### config.mk
export PLATFORM = sky130hd
export DESIGN_NAME = multi_ball_hit_controller
export DESIGN_NICKNAME = d
export VERILOG_FILES = /design/src/rtl/hit_pkg.sv /design/src/rtl/collision_flag_accumulator.sv /design/src/rtl/multi_ball_hit_controller.sv
export SDC_FILE = /design/constraint.sdc
export NUM_CORES = 1
export LEC_CHECK = 0
export ABC_CLOCK_PERIOD_IN_PS = 5380
export CORE_AREA = 2 2 146 177
export CTS_BUF_LIST = sky130_fd_sc_hd__clkbuf_4 sky130_fd_sc_hd__clkbuf_8 sky130_fd_sc_hd__clkbuf_16
export CTS_CLUSTER_DIAMETER = 80
export DETAILED_ROUTE_END_ITERATION = 7
export DIE_AREA = 0 0 148 179
export GPL_ROUTABILITY_DRIVEN = 0
export GPL_TIMING_DRIVEN = 0
export PLACE_DENSITY_LB_ADDON = 0.05
export SLEW_MARGIN = 10
export SYNTH_ARGS = -nofsm -noshare
export SYNTH_HDL_FRONTEND = slang
export SYNTH_SLANG_ARGS = --single-unit
### constraint.sdc
create_clock -name clk -period 5.38 [get_ports clk]
set_input_delay 0.807 -clock clk [delete_from_list [all_inputs] [get_ports clk]]
set_output_delay 0.807 -clock clk [all_outputs]
set_load 0.02 [all_outputs]
### src/rtl/hit_pkg.sv
// Shared types and helpers for the multi-ball hit controller: resolver states,
// saturating negation and a small priority encoder.
package hit_pkg;

    localparam int MAX_BALLS     = 8;
    localparam int MAX_HOLES     = 8;
    localparam int VEL_W_DEFAULT = 11;

    typedef logic signed [VEL_W_DEFAULT-1:0] vel_t;

    typedef enum logic [1:0] {
        IDLE    = 2'd0,
        RESOLVE = 2'd1,
        DONE    = 2'd2
    } resolver_state_e;

    // Negate a w-bit signed value held sign-extended in 32 bits; the most
    // negative w-bit value maps to the most positive one instead of wrapping.
    function automatic logic signed [31:0] sat_neg(input logic signed [31:0] v, input int w);
        logic signed [31:0] min_v;
        min_v = -(32'sd1 <<< (w - 1));
        if (v == min_v)
            return -(min_v + 32'sd1);
        return -v;
    endfunction

    function automatic logic [2:0] lowest_set(input logic [MAX_HOLES-1:0] v);
        logic [2:0] r;
        r = '0;
        for (int k = MAX_HOLES - 1; k >= 0; k--)
            if (v[k])
                r = 3'(k);
        return r;
    endfunction

endpackage

### src/rtl/collision_flag_accumulator.sv
// Sticky per-frame overlap flags (border, hole, ball pair) with a
// snapshot-and-clear on capture; the capture cycle's overlap seeds the new set.
module collision_flag_accumulator
    import hit_pkg::*;
#(
    parameter int NUM_BALLS = 2,
    parameter int NUM_HOLES = 6
) (
    input  logic                                 clk,
    input  logic                                 resetN,
    input  logic                                 capture,
    input  logic [NUM_BALLS-1:0]                 ballDR,
    input  logic                                 bordersDR,
    input  logic [NUM_HOLES-1:0]                 holeDR,
    output logic [NUM_BALLS-1:0]                 snapBorder,
    output logic [NUM_BALLS-1:0][NUM_HOLES-1:0]  snapHole,
    output logic [NUM_BALLS-1:0][NUM_BALLS-1:0]  snapPair
);

    logic [NUM_BALLS-1:0]                curBorder, accBorder;
    logic [NUM_BALLS-1:0][NUM_HOLES-1:0] curHole, accHole;
    logic [NUM_BALLS-1:0][NUM_BALLS-1:0] curPair, accPair;

    // Pair flags are kept as a symmetric matrix so either ball can look up its partner.
    always_comb begin
        curBorder = ballDR & {NUM_BALLS{bordersDR}};
        curHole   = '0;
        curPair   = '0;
        for (int i = 0; i < NUM_BALLS; i++) begin
            curHole[i] = {NUM_HOLES{ballDR[i]}} & holeDR;
            for (int j = 0; j < NUM_BALLS; j++)
                curPair[i][j] = (i != j) && ballDR[i] && ballDR[j];
        end
    end

    always_ff @(posedge clk or negedge resetN) begin
        if (!resetN) begin
            accBorder  <= '0;
            accHole    <= '0;
            accPair    <= '0;
            snapBorder <= '0;
            snapHole   <= '0;
            snapPair   <= '0;
        end else if (capture) begin
            snapBorder <= accBorder;
            snapHole   <= accHole;
            snapPair   <= accPair;
            accBorder  <= curBorder;
            accHole    <= curHole;
            accPair    <= curPair;
        end else begin
            accBorder  <= accBorder | curBorder;
            accHole    <= accHole | curHole;
            accPair    <= accPair | curPair;
        end
    end

endmodule

### src/rtl/multi_ball_hit_controller.sv
// Frame-based collision resolver: walks the balls one per cycle after each
// frame start and publishes velocities, hole captures and collision flags.
module multi_ball_hit_controller
    import hit_pkg::*;
#(
    parameter int NUM_BALLS    = 2,
    parameter int NUM_HOLES    = 6,
    parameter int VEL_W        = 11,
    parameter int TOP_OFFSET   = 0,
    parameter int DOWN_OFFSET  = 479,
    parameter int LEFT_OFFSET  = 0,
    parameter int RIGHT_OFFSET = 639
) (
    input  logic                              clk,
    input  logic                              resetN,
    input  logic                              startOfFrame,
    input  logic [NUM_BALLS-1:0]              ballDR,
    input  logic                              bordersDR,
    input  logic [NUM_HOLES-1:0]              holeDR,
    input  logic [NUM_BALLS-1:0][VEL_W-1:0]   ballPosX,
    input  logic [NUM_BALLS-1:0][VEL_W-1:0]   ballPosY,
    input  logic [NUM_BALLS-1:0][VEL_W-1:0]   ballVelX,
    input  logic [NUM_BALLS-1:0][VEL_W-1:0]   ballVelY,
    output logic [NUM_BALLS-1:0][VEL_W-1:0]   ballVelXOut,
    output logic [NUM_BALLS-1:0][VEL_W-1:0]   ballVelYOut,
    output logic [NUM_BALLS-1:0]              collisionOccurred,
    output logic [NUM_BALLS-1:0]              holeHit,
    output logic [NUM_BALLS-1:0][2:0]         holeNum,
    output logic                              resolveDone,
    output resolver_state_e                   dbgState
);

    localparam int IDX_W = $clog2(NUM_BALLS);
    localparam logic [IDX_W-1:0] LAST_IDX = IDX_W'(NUM_BALLS - 1);
    localparam logic signed [VEL_W-1:0] MID_X = VEL_W'((LEFT_OFFSET + RIGHT_OFFSET) / 2);
    localparam logic signed [VEL_W-1:0] MID_Y = VEL_W'((TOP_OFFSET + DOWN_OFFSET) / 2);

    resolver_state_e state;
    logic [IDX_W-1:0] idx;
    logic [NUM_BALLS-1:0][VEL_W-1:0] snapPosX, snapPosY, snapVelX, snapVelY;

    logic                                capture;
    logic [NUM_BALLS-1:0]                snapBorder;
    logic [NUM_BALLS-1:0][NUM_HOLES-1:0] snapHole;
    logic [NUM_BALLS-1:0][NUM_BALLS-1:0] snapPair;

    assign capture  = startOfFrame && (state == IDLE);
    assign dbgState = state;

    collision_flag_accumulator #(
        .NUM_BALLS (NUM_BALLS),
        .NUM_HOLES (NUM_HOLES)
    ) u_acc (
        .clk        (clk),
        .resetN     (resetN),
        .capture    (capture),
        .ballDR     (ballDR),
        .bordersDR  (bordersDR),
        .holeDR     (holeDR),
        .snapBorder (snapBorder),
        .snapHole   (snapHole),
        .snapPair   (snapPair)
    );

    logic [NUM_BALLS-1:0]        holed, partners;
    logic [MAX_BALLS-1:0]        partnerPad;
    logic [MAX_HOLES-1:0]        holePad;
    logic [IDX_W-1:0]            partnerIdx;
    logic signed [VEL_W-1:0]     vx, vy, px, py;
    logic                        flipX, flipY;
    logic [VEL_W-1:0]            nextVx, nextVy;
    logic                        nextHit, nextCol;
    logic [2:0]                  nextNum;

    // Priority for the ball at idx: hole, then un-holed pair partner, then border.
    always_comb begin
        for (int j = 0; j < NUM_BALLS; j++)
            holed[j] = |snapHole[j];
        partners   = snapPair[idx] & ~holed;
        partnerPad = '0;
        partnerPad[NUM_BALLS-1:0] = partners;
        partnerIdx = IDX_W'(lowest_set(partnerPad));
        holePad    = '0;
        holePad[NUM_HOLES-1:0] = snapHole[idx];

        vx = snapVelX[idx];
        vy = snapVelY[idx];
        px = snapPosX[idx];
        py = snapPosY[idx];
        flipX = (vx[VEL_W-1] && (px < MID_X)) || (!vx[VEL_W-1] && (vx != '0) && (px >= MID_X));
        flipY = (vy[VEL_W-1] && (py < MID_Y)) || (!vy[VEL_W-1] && (vy != '0) && (py >= MID_Y));

        nextVx  = vx;
        nextVy  = vy;
        nextHit = 1'b0;
        nextNum = 3'd0;
        nextCol = 1'b0;
        if (holed[idx]) begin
            nextVx  = '0;
            nextVy  = '0;
            nextHit = 1'b1;
            nextNum = lowest_set(holePad);
            nextCol = 1'b1;
        end else if (|partners) begin
            nextVx  = snapVelX[partnerIdx];
            nextVy  = snapVelY[partnerIdx];
            nextCol = 1'b1;
        end else if (snapBorder[idx]) begin
            if (flipX)
                nextVx = VEL_W'(sat_neg(32'(vx), VEL_W));
            if (flipY)
                nextVy = VEL_W'(sat_neg(32'(vy), VEL_W));
            nextCol = flipX || flipY;
        end
    end

    always_ff @(posedge clk or negedge resetN) begin
        if (!resetN) begin
            state             <= IDLE;
            idx               <= '0;
            resolveDone       <= 1'b0;
            snapPosX          <= '0;
            snapPosY          <= '0;
            snapVelX          <= '0;
            snapVelY          <= '0;
            ballVelXOut       <= '0;
            ballVelYOut       <= '0;
            collisionOccurred <= '0;
            holeHit           <= '0;
            holeNum           <= '0;
        end else begin
            resolveDone <= 1'b0;
            case (state)
                IDLE: begin
                    if (startOfFrame) begin
                        snapPosX <= ballPosX;
                        snapPosY <= ballPosY;
                        snapVelX <= ballVelX;
                        snapVelY <= ballVelY;
                        idx      <= '0;
                        state    <= RESOLVE;
                    end
                end
                RESOLVE: begin
                    ballVelXOut[idx]       <= nextVx;
                    ballVelYOut[idx]       <= nextVy;
                    collisionOccurred[idx] <= nextCol;
                    holeHit[idx]           <= nextHit;
                    holeNum[idx]           <= nextNum;
                    if (idx == LAST_IDX) begin
                        state       <= DONE;
                        resolveDone <= 1'b1;
                    end else begin
                        idx <= idx + 1'b1;
                    end
                end
                DONE:    state <= IDLE;
                default: state <= IDLE;
            endcase
        end
    end

endmodule

run_1/metal_density.png
The die is cut into 30 by 36 equal tiles; dark blue is low, red is high, scaled to the fullest tile. Values are wire area over tile area, all layers added.
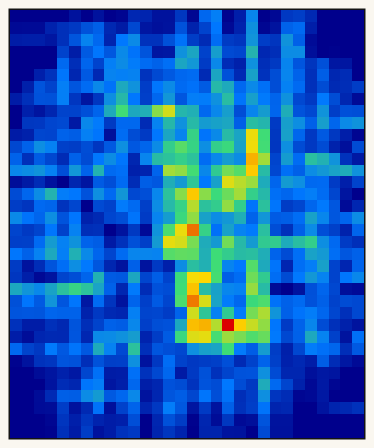
fullest tile: 0.72
densest ninth of the die: center
nearly empty tiles: 9.4%
tiles over half the peak: 6.4%

run_1/logic_types.png
Scale bar: 50 um.
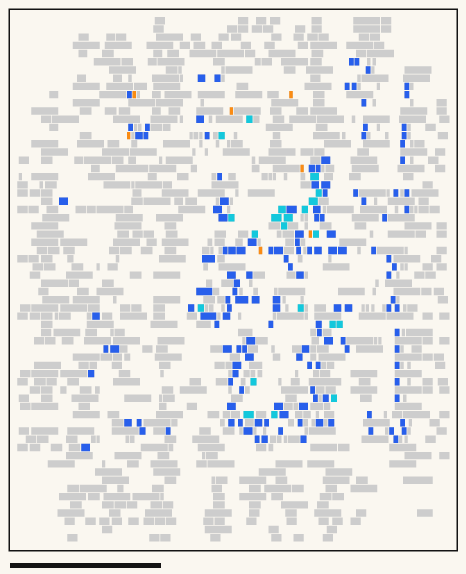
| color | family | cells | most used |
|---|---|---|---|
| blue | inverting AOI/OAI gates | 144 | o21ai_1 |
| orange | inverters | 7 | inv_1 |
| cyan | AND and OR gates | 21 | or3_1 |

==> git commit body, run 1 <==
Record implementation results from latest flow run

- The run finished with clean final reports.
- AND-OR/OR-AND Cells, Area Fraction: 13.6%
- The final timing report lists clock skew as 0.0126 ns.
* Area of the die: 26500 um2
- Maximum vdd ir drop: 0.233 mV
- For reference, the clock transition at the flip-flops on the worst setup and hold paths is 0.07 ns.
* Final number of hold-violating endpoints: 0
- Layout cell share with drive strength beyond 1: 18.0%
- Area of the core: 25000 um2
- Sorting the Yosys area breakdown by cell type puts at the top sky130_fd_sc_hd__dfrtp_1.
- Setup ws final: 0.470 ns
- Prior to clock tree synthesis, the placed netlist has a worst setup slack of 0.476 ns.
- The H-tree was split into 4 levels.
- Per the GRT congestion report, total overflow comes to 0.
* Final critical-path required period: 4.91 ns
- Met1 usage: approximately a quarter
* Post-route setup TNS: 0 ns
* Portion of the clock cycle consumed by the worst path in the final layout: 91.3%
* Share of async-settable or async-resettable flops after synthesis: 100%
- In the synthesis report, Yosys lists the chip area as 8330 um2.
* Clock latency of the later-clocked register in the worst-skew pair: ~0.44 ns
- # placed instances: 1207
- CTS resizes: 0
- The first TritonRoute pass finished after 5 iterations.
* Most common cell after layout, fill and taps aside: sky130_fd_sc_hd__dfrtp_1
- Warnings raised by the tools during the run amount to 26.
- For this run, design rule violations remaining after detail routing come to 0.
* Max-Slew Margin vs Limit: 24.8%
- Number of nets in the layout: 998
- Post-synth tally of flip-flops with integrated enable: 0
- STA classifies the critical path endpoint as a register.
- The tree is rooted in a sky130_fd_sc_hd__clkbuf_16.
* Site Rows: 64
- Post-Synthesis Cells: 722
- Unrepaired setup endpoints after global routing: no
run_1/wires.png
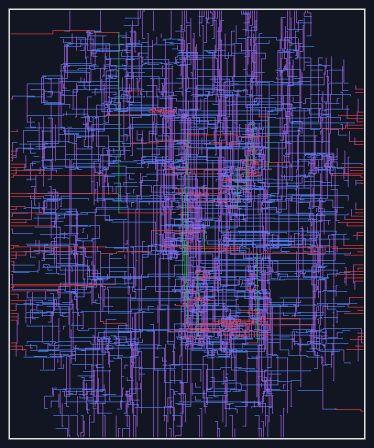
| color | layer | wire length |
|---|---|---|
| green | metal 4 | 354 um |
| red | metal 3 | 1560 um |
| purple | metal 2 | 12800 um |
| blue | metal 1 | 10600 um |

run 1: metrics by stage:
step	hold slack, ns	power, mW
after floorplan	0.447	4.11
after global placement	0.470	5.02
after detailed placement	0.475	5.09
after CTS	0.364	6.38
after global routing	0.386	6.73
final	0.337	6.33
run 1: state kept, by name, summed over array words and instances (netlist names), 6 cells and up:
signal	flops
snapPosY	22
u_acc.snapHole	12
snapVelX	22
holeNum	6
snapVelY	22
snapPosX	22
ballVelYOut	22
ballVelXOut	22
u_acc.accHole	12
run 1: Yosys cell counts (7+ instances only):
cell and instances:
sky130_fd_sc_hd__o31ai_1 9, sky130_fd_sc_hd__o21ai_1 55, sky130_fd_sc_hd__clkbuf_1 31, sky130_fd_sc_hd__mux2_2 110, sky130_fd_sc_hd__o221ai_1 13, sky130_fd_sc_hd__a21oi_1 21, sky130_fd_sc_hd__mux2i_1 15, sky130_fd_sc_hd__nand3_1 8
sky130_fd_sc_hd__mux2_1 10, sky130_fd_sc_hd__nor2_1 30, sky130_fd_sc_hd__a22o_1 16, sky130_fd_sc_hd__nand2_1 70, sky130_fd_sc_hd__or3_1 9, sky130_fd_sc_hd__buf_6 7, sky130_fd_sc_hd__nor3_1 17, sky130_fd_sc_hd__inv_1 7
sky130_fd_sc_hd__dfrtp_1 178, sky130_fd_sc_hd__o22ai_1 11
run 1: final cells by class:
type | instances | area (um2) | area share (%)
inverter | 7 | 26.3 | 0.241
sequential | 178 | 4450 | 40.8
clock inverter | 12 | 146 | 1.34
multi-input combinational | 492 | 3620 | 33.2
buffer | 45 | 226 | 2.08
timing repair buffer | 155 | 1570 | 14.4
tap | 330 | 413 | 3.79
clock buffer | 19 | 440 | 4.04
run 1: report_power, final:
part | total, mW | switching [mW] | leakage (nW) | internal (mW)
logic | 2.72 | 1.46 | 1.91 | 1.26
registers | 2.34 | 0.453 | 2.17 | 1.89
clock network | 1.27 | 0.564 | 0.280 | 0.703
total | 6.33 | 2.48 | 4.37 | 3.85
run 1: critical path, cell delays in order (launching register included):
cell and delay (ns):
sky130_fd_sc_hd__dfrtp_1 0.40, sky130_fd_sc_hd__buf_6 0.18, sky130_fd_sc_hd__buf_6 0.18, sky130_fd_sc_hd__buf_6 0.19
sky130_fd_sc_hd__buf_6 0.20, sky130_fd_sc_hd__buf_6 0.20, sky130_fd_sc_hd__clkbuf_1 0.69, sky130_fd_sc_hd__mux2i_1 0.21
sky130_fd_sc_hd__ha_1 0.28, sky130_fd_sc_hd__o21ai_1 0.36, sky130_fd_sc_hd__o311ai_1 0.22, sky130_fd_sc_hd__mux2i_2 0.43
sky130_fd_sc_hd__buf_4 0.28, sky130_fd_sc_hd__a21oi_1 0.08, sky130_fd_sc_hd__o31ai_1 0.71, sky130_fd_sc_hd__o21ai_1 0.12
run 1: final timing paths:
path | startpoint | endpoint | slack [ns] | cells past startpoint
max | idx | ballVelXOut[17] | 0.47 | 15
min | resetN | ballVelXOut[15] | 0.34 | 1
max reg2reg | idx | ballVelXOut[17] | 0.47 | 15
min reg2reg | ballVelYOut[7] | ballVelYOut[7] | 0.48 | 2
max in group asynchronous | resetN | u_acc.snapHole[11] | 4.14 | 2
min in group clk | ballVelYOut[7] | ballVelYOut[7] | 0.48 | 2
run_1/io_placement.png
Pins as bars across the die edge, other pins in gray.
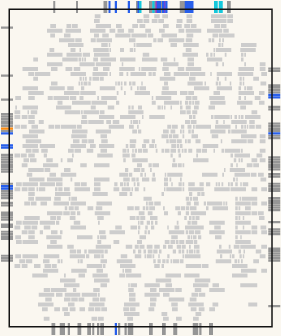

==> run 2, diff against run 1 <==
ABC_AREA = 1   (was unset)
CORE_AREA = 2 2 124 217   (was 2 2 146 177)
DIE_AREA = 0 0 126 219   (was 0 0 148 179)
run_2/io_placement.png
Pins as bars across the die edge, other pins in gray.
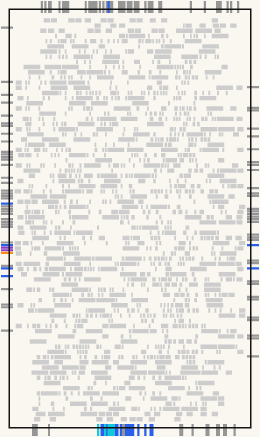
| color | port | pins | direction | edge |
|---|---|---|---|---|
| orange | bordersDR | 1 | input | west |
| purple | dbgState | 2 | output | west |
| blue | ballVelY | 22 | input | 15 south, 4 west, 2 east, 1 north |
| cyan | holeNum | 6 | output | south |
all pins by edge: 45 north, 41 west, 37 south, 34 east

==> run 2 against run 1 <==
Net effect:
- register-to-register slack better by 2.0 ns
- non-clock buffer count increased by 7
- fmax up 68%
- sequential share of layout area shrank 1.3 points
- combinational power increased by 36%
- clock power about the same
- first-iteration DRC count shrank 40%
- utilization rose by 0.052 points
- routed wire length up 4.7%
- cell count rose by 30%
- setup slack gained 2.0 ns
- critical path type unchanged
==> git commit body, run 2 <==
Record implementation results from latest flow run

- Post-Synthesis Cells: 1103 (was 722)
* Share of async-settable or async-resettable flops after synthesis: 100% (unchanged)
- Site Rows: 78 (was 64)
* Unrepaired setup endpoints after global routing: no (unchanged)
* CTS resizes: 0 (unchanged)
- The root cell of the clock tree is sky130_fd_sc_hd__clkbuf_16 (unchanged).
- The final setup skew was 0.00698 ns (was 0.0126 ns).
- The clock period minus worst slack came to 2.92 ns (was 4.91 ns).
- The worst IR drop on VDD came to 0.274 mV (was 0.233 mV).
- The origin of the worst setup path is idx (unchanged).
- # placed instances: 1580 (was 1207)
- Grt ovf: 0 (unchanged)
- The worst reg2reg path startpoint is idx (unchanged).
- Most numerous cell types in the synthesized netlist: 444 x sky130_fd_sc_hd__nand2_1, 178 x sky130_fd_sc_hd__dfrtp_1, 99 x sky130_fd_sc_hd__inv_1 (was 178 x sky130_fd_sc_hd__dfrtp_1, 110 x sky130_fd_sc_hd__mux2_2, 70 x sky130_fd_sc_hd__nand2_1).
- Post-route setup TNS: 0 ns (unchanged)
- The detailed-routing iteration count for the pre-antenna-repair pass was 8 (was 5).
* Library cell with the highest instance count after synthesis: sky130_fd_sc_hd__nand2_1 (was sky130_fd_sc_hd__dfrtp_1)
- Outcome: completed (unchanged)
- The relative slew slack was 33.8% (was 24.8%).
- Layout cell share with drive strength beyond 1: 6.81% (was 18.0%)
-- run 2: cell count changes after synthesis, sizes merged, moves of 17 or more --
cell	before	now
inv	7	101
mux2	120	0
nand2	70	452
nand3	8	76
nor2	31	60
nor3	17	0
o21ai	58	100
-- run 2: critical path: cells and delay by family, from the launching register on --
family,cells,cell delay (ns)
flops,1,0.48
compound gates,1,0.36
buf+inv,3,0.54
fa+ha+maj,1,0.29
simple gates,9,1.13
-- run 2: final cells by class --
type | count | area, um2 | share of cell area (%)
Inverter | 101 | 379 | 3.37
Timing Repair Buffer | 157 | 1590 | 14.2
Buffer | 50 | 260 | 2.31
Tap cell | 320 | 400 | 3.56
Clock buffer | 25 | 536 | 4.76
Sequential cell | 178 | 4450 | 39.6
Multi-Input combinational cell | 774 | 3560 | 31.7
Clock inverter | 7 | 70.1 | 0.622
-- run 2: path summary, 6_finish.rpt --
| check | endpoint | slack (ns) | cells after the start |
|---|---|---|---|
| min in group clk | snapPosY[4] | 0.48 | 2 |
| worst max-delay path | collisionOccurred[0] | 2.46 | 14 |
| worst min register to register | snapPosY[4] | 0.48 | 2 |
| worst max register to register | collisionOccurred[0] | 2.46 | 14 |
| worst min-delay path | u_acc.accHole[8] | 0.32 | 1 |
| max in group asynchronous | ballVelXOut[16] | 4.12 | 2 |
-- run 2: cells by family (layout without fill, tap and decap cells) --
| family | count (synthesis) | after routing | share of synthesized area, % |
|---|---|---|---|
| xor+xnor | 6 | 6 | 0.607 |
| flops | 178 | 178 | 51.4 |
| simple gates | 614 | 614 | 30.0 |
| mux | 8 | 8 | 0.925 |
| compound gates | 144 | 144 | 9.39 |
| buf+inv | 151 | 340 | 7.38 |
| fa+ha+maj | 2 | 2 | 0.289 |
-- run 2: power by group --
group	switching, mW	internal (mW)	total (mW)
Sequential	0.311	1.95	2.26
Clock	0.535	0.735	1.27
Combinational	2.36	1.35	3.71
-- run 2: through the flow --
stage / hold WS (ns) / setup slack (ns) / power [mW] / instance area, um2
floorplan: 0.440 / 3.05 / 4.75 / 8660
global placement: 0.461 / -4.27 / 5.98 / 10600
detailed placement: 0.457 / 2.45 / 6.02 / 10700
CTS: 0.342 / 2.45 / 7.32 / 11300
global route: 0.366 / 2.22 / 7.87 / 11300
finish: 0.324 / 2.46 / 7.24 / 11300
-- run 2: per-layer routing --
layer,part of all wire [%],vias to the layer above,global-route usage [%]
li1,-,3858,-
met1,40,3505,22.2
met2,55,139,37.3
met3,3.3,27,3.24
met4,2.0,0,6.96
met5,0,-,0
run_2/clocks.png
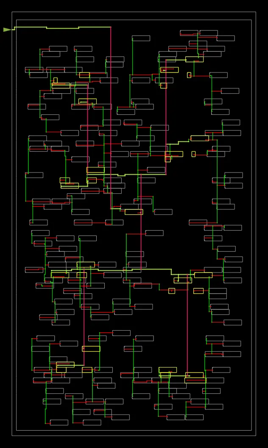

==> run 3, diff against run 2 <==
ABC_CLOCK_PERIOD_IN_PS = 2400   (was 5380)
clock period = 2.4 ns   (was 5.38 ns; I/O delays follow)
run_3/clocks.png
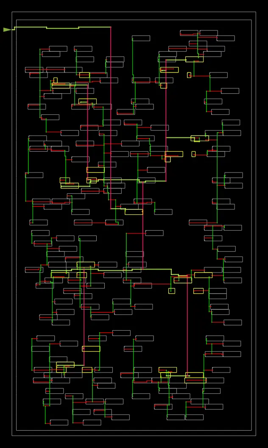
clock latency of the later-clocked register in the worst-skew pair: 0.45 ns
number of clock sinks seen by CTS: 178
clock buf count: 25
final worst clock skew: 0.00698 ns

==> run 3 against run 2 <==
Net effect:
- global-route usage about the same
- sequential power increased by 120%
- cell count increased by 1.6%
- largest cell class unchanged
==> git commit body, run 3 <==
Record implementation results from latest flow run

* Maximum vdd ir drop: 0.606 mV (was 0.274 mV)
* Buffer-and-inverter tally for the worst setup path: 5 (was 3)
- HP Start: ballPosX[15]
- The leading cell type in the layout, fill and taps excluded is sky130_fd_sc_hd__nand2_1 (unchanged).
- The root cell of the clock tree is sky130_fd_sc_hd__clkbuf_16 (unchanged).
- Number of warnings the tools reported: 29 (was 28)
* Gate family responsible for the most delay along the worst path: buffers and inverters (was simple AND/OR/NAND/NOR gates)
- Number of nets in the layout: 1407 (was 1381)
* Site Rows: 78 (unchanged)
* Synthesis area per yosys: 8660 um2 (unchanged)
- Unrepaired setup endpoints after global routing: yes (was no)
- Clock Power Share: 16.8% (was 17.6%)
- The register-to-register setup slack was 0.11 ns (was 2.46 ns).
- Endpoint of the most critical register-to-register path: ballVelYOut[0] (was collisionOccurred[0])
* Int Power: 9.49 mW (was 4.03 mW)
- The sum of overflow across all layers after global routing is 0 (unchanged).
- Post-synth tally of flip-flops with integrated enable: 0 (unchanged)
- The placed cell area came to 10700 um2 (unchanged).
- Area of the die: 27600 um2 (unchanged)
- Outcome: completed (unchanged).
- Largest stage delay, worst path: 0.54 ns (was 0.48 ns)
* Proportion of power drawn by flip-flops and latches: 29.9% (was 31.2%)
- The master of the slowest instance on the critical path is sky130_fd_sc_hd__o21ai_2 (was sky130_fd_sc_hd__dfrtp_1).
- Area of the core: 25800 um2 (unchanged)
* Total chip power: 17.0 mW (was 7.24 mW)
- Net switching power figure: 7.48 mW (was 3.21 mW)
- The final period utilization is 95.5% (was 54.4%).
- Sequential cell area: 4460 um2 (was 4450 um2)
- Clock transition at the register clock pins on the worst setup and hold paths after CTS: 0.07 ns (about the same)
- Max-Slew Margin vs Limit: 52.6% (was 33.8%)
* Final routed DRC violation total: 0 (unchanged)
- Most numerous cell types in the synthesized netlist: 444 x sky130_fd_sc_hd__nand2_1, 178 x sky130_fd_sc_hd__dfrtp_1, 99 x sky130_fd_sc_hd__inv_1 (unchanged)
* Library cell with the highest instance count after synthesis: sky130_fd_sc_hd__nand2_1 (unchanged)
* R2r startpoint: idx (unchanged)
* # placed instances: 1580 (unchanged)
- The element type at the critical path end is a register (unchanged).
* Post-Synthesis Cells: 1103 (unchanged)
* Clock H-tree levels: 4 (unchanged)
* Final number of hold-violating endpoints: 0 (unchanged)
* Router iterations before antenna repair: 5 (was 8)
- The area of all placed cells without fillers was 11700 um2 (was 11300 um2).
- The share of layout cells above drive strength 1 is 10.5% (was 6.81%).
- The clock period minus worst slack came to 2.29 ns (was 2.92 ns).
- The switching fraction of total power came to 44.1% (was 44.4%).
* Sequence of cells on the critical path: inv_2 > buf_12 > buf_8 > o21ai_2 > clkinvlp_4 > buf_4 > o21ai_0 > a21oi_1 > nand3_1 > nand2_1 (was buf_6 > buf_4 > o21ai_0 > ha_1 > nand3_2 > nor2_4 > nand3_2 > nand3_4 > nand2_4 > buf_6 > nor2_2 > nand4_1 > nand2_1 > nand2_1)
- Hold endpoint: snapPosX[15]
- R2R depth: 10 (was 14)
==> run 3: netlist changes by cell type in the layout (fill, tap and decap cells not counted), moves of 4 or more <==
cell / delta
sky130_fd_sc_hd__buf_4: +21
sky130_fd_sc_hd__nand2_1: -4
sky130_fd_sc_hd__nand3_1: -4
sky130_fd_sc_hd__nand3_2: +4
sky130_fd_sc_hd__o21ai_2: +4
sky130_fd_sc_hd__o21ai_0: -4
==> run 3: repair_timing <==
item	4_1_cts	5_1_grt
setup buffers	11	14
hold buffers	1	0
pin swaps	5	13
setup endpoints to repair	49	44
hold endpoints to repair	73	0
resized	16	35
cloned	0	2
==> run 3: worst max-delay path by stage <==
stage | endpoint | start | depth (start not counted) | slack (ns)
2_1_floorplan | ballVelYOut[20] | idx | 14 | 0.07
3_3_place_gp | resolveDone | resetN | 1 | -6.80
3_5_place_dp | collisionOccurred[0] | idx | 14 | -0.50
4_1_cts | ballVelXOut[11] | idx | 9 | 0.02
5_1_grt | collisionOccurred[0] | idx | 10 | -0.02
6_report | ballVelYOut[0] | idx | 10 | 0.11
==> run 3: power groups by stage <==
stage               sequential (mW)  clock [mW]  combinational (mW)
floorplan                      5.43           0                5.21
global placement               5.10           0                8.30
detailed placement             5.11           0                8.39
CTS                            5.07        2.92                8.59
global route                   5.23        3.03                10.2
finish                         5.07        2.86                9.04
==> run 3: final cells by class <==
type                       count  share of cell area [%]
sequential                   178                    38.2
multi-input combinational    776                    32.0
timing repair buffer         183                    15.5
clock buffer                  25                    4.60
tap                          320                    3.44
inverter                     101                    3.29
buffer                        48                    2.35
clock inverter                 7                   0.601
==> run 3: stage by stage <==
step	setup slack, ns	hold WS [ns]
after floorplan	0.0700	0.0644
after global placement	-6.80	0.461
after detailed placement	-0.503	0.382
after CTS	0.0155	0.420
after global routing	-0.0163	0.429
final	0.108	0.432
==> run 3: logic make-up after synthesis <==
logic type	count (synthesis)	synth area share (%)
muxes	8	0.925
and+or+nand+nor	614	30.0
xor gates and xnor gates	6	0.607
adders and majority gates	2	0.289
buffers and inverters	151	7.38
DFF	178	51.4
AOI/OAI and AO/OA	144	9.39
==> run 3: tightest hold or removal path, delay by kind of cell <==
| kind | cells | cell delay, ns |
|---|---|---|
| simple gates | 2 | 0.10 |
| buf+inv | 1 | 0.39 |
==> run 3: routing by layer <==
metal	part of all wire (%)	global-route usage, %
met2	55	37.5
met4	1.9	6.78
met5	0	0
met3	3.3	3.22
met1	40	22.2
Power and IR drop assume default switching activity.
